## src/rtl/alu_pkg.sv

```systemverilog
// Shared definitions for the ALU operand-select stage.
// Source-mode encodings and operand-pair sizing helper.
package alu_pkg;

    localparam int ALU_SEL_W = 2;

    localparam logic [ALU_SEL_W-1:0] ALU_SEL_RI = 2'b00;
    localparam logic [ALU_SEL_W-1:0] ALU_SEL_RR = 2'b01;
    localparam logic [ALU_SEL_W-1:0] ALU_SEL_PI = 2'b10;
    localparam logic [ALU_SEL_W-1:0] ALU_SEL_R0 = 2'b11;

    // Operand pair is packed as {alu_a, alu_b}.
    function automatic int alu_pair_w(input int dw);
        return 2 * dw;
    endfunction

endpackage

```

## src/rtl/alu_operand_stage_if.sv

```systemverilog
// Request/response bundle for the ALU operand-select stage.
// master drives requests and accepts operands; slave is the stage.
interface alu_operand_stage_if #(
    parameter int DWIDTH = 16,
    parameter int IMM_W  = 8
);
    import alu_pkg::*;

    logic                 in_valid;
    logic                 in_ready;
    logic [ALU_SEL_W-1:0] alu_in_sel;
    logic                 imm_sext;
    logic [DWIDTH-1:0]    rd_q;
    logic [DWIDTH-1:0]    rs_q;
    logic [DWIDTH-1:0]    pc_q;
    logic [IMM_W-1:0]     offset;
    logic                 out_valid;
    logic                 out_ready;
    logic [DWIDTH-1:0]    alu_a;
    logic [DWIDTH-1:0]    alu_b;

    modport master (
        output in_valid, alu_in_sel, imm_sext,
        output rd_q, rs_q, pc_q, offset,
        output out_ready,
        input  in_ready, out_valid, alu_a, alu_b
    );

    modport slave (
        input  in_valid, alu_in_sel, imm_sext,
        input  rd_q, rs_q, pc_q, offset,
        input  out_ready,
        output in_ready, out_valid, alu_a, alu_b
    );

endinterface

```

## src/rtl/alu_skid_buf.sv

```systemverilog
// Generic 2-entry valid/ready skid: output register plus one skid slot.
// Ready is registered (skid empty) so upstream never sees a comb path.
module alu_skid_buf #(
    parameter int W = 32
) (
    input  logic         clk,
    input  logic         rst,
    input  logic         in_valid,
    output logic         in_ready,
    input  logic [W-1:0] in_data,
    output logic         out_valid,
    input  logic         out_ready,
    output logic [W-1:0] out_data
);

    logic         ov_q;
    logic [W-1:0] od_q;
    logic         sv_q;
    logic [W-1:0] sd_q;
    logic         rdy_q;
    logic         accept;
    logic         drain;

    assign in_ready  = rdy_q & ~rst;
    assign out_valid = ov_q;
    assign out_data  = od_q;
    assign accept    = in_valid & in_ready;
    assign drain     = ov_q & out_ready;

    // Output/skid occupancy: skid only fills when output is stalled.
    always_ff @(posedge clk) begin
        if (rst) begin
            ov_q  <= 1'b0;
            od_q  <= '0;
            sv_q  <= 1'b0;
            sd_q  <= '0;
            rdy_q <= 1'b1;
        end else if (sv_q) begin
            if (drain) begin
                od_q  <= sd_q;
                sv_q  <= 1'b0;
                rdy_q <= 1'b1;
            end
        end else if (accept) begin
            if (!ov_q || drain) begin
                od_q <= in_data;
                ov_q <= 1'b1;
            end else begin
                sd_q  <= in_data;
                sv_q  <= 1'b1;
                rdy_q <= 1'b0;
            end
        end else if (drain) begin
            ov_q <= 1'b0;
        end
    end

endmodule

```

## src/rtl/alu_operand_stage.sv

```systemverilog
// Registered ALU operand select with valid/ready skid and stall counter.
// Optional operand forwarding ports enabled by ALU_OPERAND_FWD_EN.
module alu_operand_stage
    import alu_pkg::*;
#(
    parameter int DWIDTH = 16,
    parameter int IMM_W  = 8,
    parameter int CNT_W  = 16
) (
    input  logic             clk,
    input  logic             rst,
    alu_operand_stage_if.slave bus,
    output logic [CNT_W-1:0] stall_cnt
`ifdef ALU_OPERAND_FWD_EN
    ,
    input  logic              fwd_valid,
    input  logic [DWIDTH-1:0] fwd_data,
    input  logic              fwd_a,
    input  logic              fwd_b
`endif
);

    localparam int PW = alu_pair_w(DWIDTH);

    logic [DWIDTH-1:0] imm_ext;
    logic [DWIDTH-1:0] op_a;
    logic [DWIDTH-1:0] op_b;
    logic [PW-1:0]     pair_d;
    logic [PW-1:0]     pair_q;
    logic              out_valid;
    logic              in_ready;

    assign imm_ext = {{(DWIDTH-IMM_W){bus.imm_sext & bus.offset[IMM_W-1]}},
                      bus.offset};

    // Source select; forwarding only touches the pair being accepted.
    always_comb begin
        op_a = bus.rd_q;
        op_b = imm_ext;
        unique case (bus.alu_in_sel)
            ALU_SEL_RI: begin
                op_a = bus.rd_q;
                op_b = imm_ext;
            end
            ALU_SEL_RR: begin
                op_a = bus.rd_q;
                op_b = bus.rs_q;
            end
            ALU_SEL_PI: begin
                op_a = bus.pc_q;
                op_b = imm_ext;
            end
            ALU_SEL_R0: begin
                op_a = bus.rd_q;
                op_b = '0;
            end
        endcase
`ifdef ALU_OPERAND_FWD_EN
        if (fwd_valid && fwd_a)
            op_a = fwd_data;
        if (fwd_valid && fwd_b && bus.alu_in_sel == ALU_SEL_RR)
            op_b = fwd_data;
`endif
    end

    assign pair_d = {op_a, op_b};

    alu_skid_buf #(
        .W(PW)
    ) u_skid (
        .clk       (clk),
        .rst       (rst),
        .in_valid  (bus.in_valid),
        .in_ready  (in_ready),
        .in_data   (pair_d),
        .out_valid (out_valid),
        .out_ready (bus.out_ready),
        .out_data  (pair_q)
    );

    assign bus.in_ready  = in_ready;
    assign bus.out_valid = out_valid;
    assign bus.alu_a     = pair_q[PW-1:DWIDTH];
    assign bus.alu_b     = pair_q[DWIDTH-1:0];

    // Saturating count of cycles the ALU back-pressures a valid pair.
    always_ff @(posedge clk) begin
        if (rst)
            stall_cnt <= '0;
        else if (out_valid && !bus.out_ready && stall_cnt != '1)
            stall_cnt <= stall_cnt + 1'b1;
    end

endmodule

```

## src/flat_wrapper.sv

```systemverilog
// flat-port wrapper written by rule: the top's interface ports become plain ports
module alu_operand_stage_flat import alu_pkg::*;
#(
    parameter int DWIDTH = 16,
    parameter int IMM_W  = 8,
    parameter int CNT_W  = 16
)
  (clk, rst, stall_cnt, bus_in_valid, bus_alu_in_sel, bus_imm_sext, bus_rd_q, bus_rs_q, bus_pc_q, bus_offset, bus_out_ready, bus_in_ready, bus_out_valid, bus_alu_a, bus_alu_b);
  alu_operand_stage_if #(.DWIDTH(DWIDTH), .IMM_W(IMM_W)) bus_i ();
  input  logic clk;
  input  logic rst;
  output logic [CNT_W-1:0] stall_cnt;
  input wire logic [$bits(bus_i.in_valid)-1:0] bus_in_valid;
  input wire logic [$bits(bus_i.alu_in_sel)-1:0] bus_alu_in_sel;
  input wire logic [$bits(bus_i.imm_sext)-1:0] bus_imm_sext;
  input wire logic [$bits(bus_i.rd_q)-1:0] bus_rd_q;
  input wire logic [$bits(bus_i.rs_q)-1:0] bus_rs_q;
  input wire logic [$bits(bus_i.pc_q)-1:0] bus_pc_q;
  input wire logic [$bits(bus_i.offset)-1:0] bus_offset;
  input wire logic [$bits(bus_i.out_ready)-1:0] bus_out_ready;
  output wire logic [$bits(bus_i.in_ready)-1:0] bus_in_ready;
  output wire logic [$bits(bus_i.out_valid)-1:0] bus_out_valid;
  output wire logic [$bits(bus_i.alu_a)-1:0] bus_alu_a;
  output wire logic [$bits(bus_i.alu_b)-1:0] bus_alu_b;
  assign bus_i.in_valid = bus_in_valid;
  assign bus_i.alu_in_sel = bus_alu_in_sel;
  assign bus_i.imm_sext = bus_imm_sext;
  assign bus_i.rd_q = bus_rd_q;
  assign bus_i.rs_q = bus_rs_q;
  assign bus_i.pc_q = bus_pc_q;
  assign bus_i.offset = bus_offset;
  assign bus_i.out_ready = bus_out_ready;
  assign bus_in_ready = bus_i.in_ready;
  assign bus_out_valid = bus_i.out_valid;
  assign bus_alu_a = bus_i.alu_a;
  assign bus_alu_b = bus_i.alu_b;
  alu_operand_stage #(.DWIDTH(DWIDTH), .IMM_W(IMM_W), .CNT_W(CNT_W)) u_core (.clk(clk), .rst(rst), .bus(bus_i), .stall_cnt(stall_cnt));
endmodule
```

## config.mk

```make
export PLATFORM = sky130hd
export DESIGN_NAME = alu_operand_stage_flat
export DESIGN_NICKNAME = d
export VERILOG_FILES = /design/src/rtl/alu_pkg.sv /design/src/rtl/alu_operand_stage_if.sv /design/src/rtl/alu_skid_buf.sv /design/src/rtl/alu_operand_stage.sv /design/src/flat_wrapper.sv
export SDC_FILE = /design/constraint.sdc
export NUM_CORES = 1
export LEC_CHECK = 0
export CAP_MARGIN = 20
export CORE_MARGIN = 2
export CORE_UTILIZATION = 40
export CTS_CLUSTER_DIAMETER = 80
export DETAILED_ROUTE_END_ITERATION = 16
export PLACE_DENSITY = 0.81
export SETUP_SLACK_MARGIN = 0.1
export SLEW_MARGIN = 15
export SYNTH_ARGS = -nofsm -noshare
export SYNTH_HDL_FRONTEND = slang
export SYNTH_SLANG_ARGS = --single-unit
```

## constraint.sdc

```tcl
create_clock -name clk -period 1.9 [get_ports clk]
set_input_delay 0.57 -clock clk [delete_from_list [all_inputs] [get_ports clk]]
set_output_delay 0.57 -clock clk [all_outputs]
set_load 0.02 [all_outputs]
```

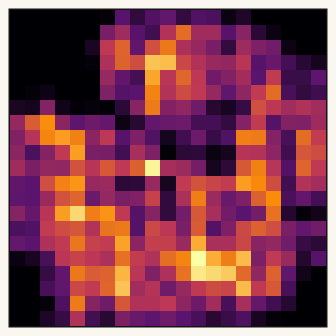
**Above:** signal metal coverage by tile.
The die is cut into 21 by 21 equal tiles; black is low, pale yellow is high, scaled to the fullest tile. Values are wire area over tile area, all layers added.
emptiest ninth of the die: top left
nearly empty tiles: 15%
fullest tile: 0.47
tiles over half the peak: 27%
mean over tiles: 0.16
detailed-route via count: 3819
final WL: 10.88 mm
gr usage total: 20.55%

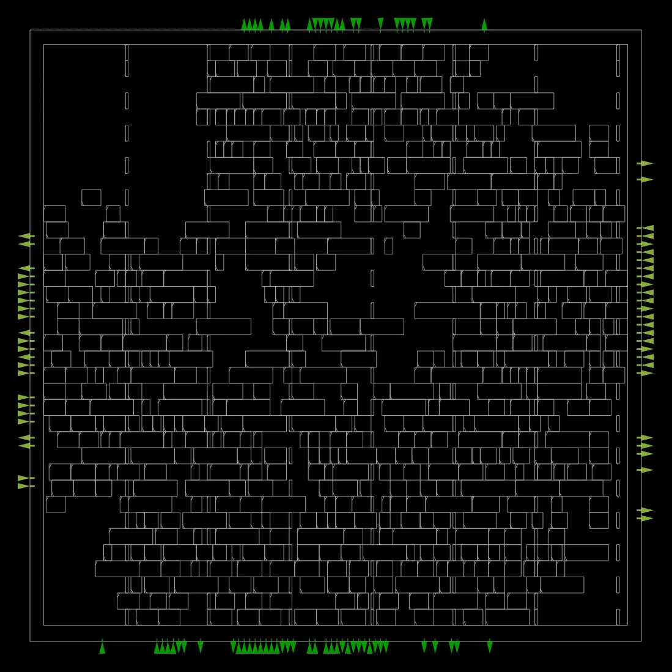
**Above:** cell outlines without signal wires.
core area: 9639 µm²
Row Count: 36
Tapcells: 133

==> qor.yml <==
whs_path_depth: 2
setup.worst_path.end_class: "output port"
leakage_nw: 2.244
hpwl_mm: 7.465
clock.fmax_ghz: 0.5560
postCtsSetupBuffers: 4
ir_drop_uv: 370.6
path_buffers: 2
grt_pass1_wl_mm: 17.30
wl_per_cell_um: 15.00
final-nonclk-buf-share_pct: 27.21
die-area_um2: 10620
firstDrtPassIters: 4
skew_ns: 0.01016
seq_area_um2: 1668
cts_tree: "built"
r2r_cells: 6
worstSetupPathType: "flop to output port"
htree_levels: 3
cts_max_path_buffers: 2
setup_viol: 0
clock_latency_ns: 0.34
cts_resized: 62
status: "completed"
fin_crit_ns: 1.798
comb_cells: 326
yosysCellCount: 448
power by group:
| group | switching [mW] | internal, mW |
|---|---|---|
| Combinational | 0.308 | 0.344 |
| Clock | 0.588 | 0.626 |
| Sequential | 0.0396 | 1.80 |
| Total | 0.936 | 2.77 |
kinds of logic (layout without fill, tap and decap cells):
family	Yosys count	in the layout	share of synthesized area [%]
flops	83	83	42.32
mux	32	32	8.668
simple gates	158	158	21.06
fa+ha+maj	1	1	0.3186
compound gates	133	134	21.96
buf+inv	40	183	5.449
xor+xnor	1	1	0.2231
metal layers:
| metal | wire, µm | up-vias |
|---|---|---|
| li1 | - | 1886 |
| met1 | 4662 | 1801 |
| met2 | 5586 | 116 |
| met3 | 475 | 16 |
| met4 | 154 | 0 |
| met5 | 0 | - |
No activity file was given, so power comes from the tool's default toggle rates.
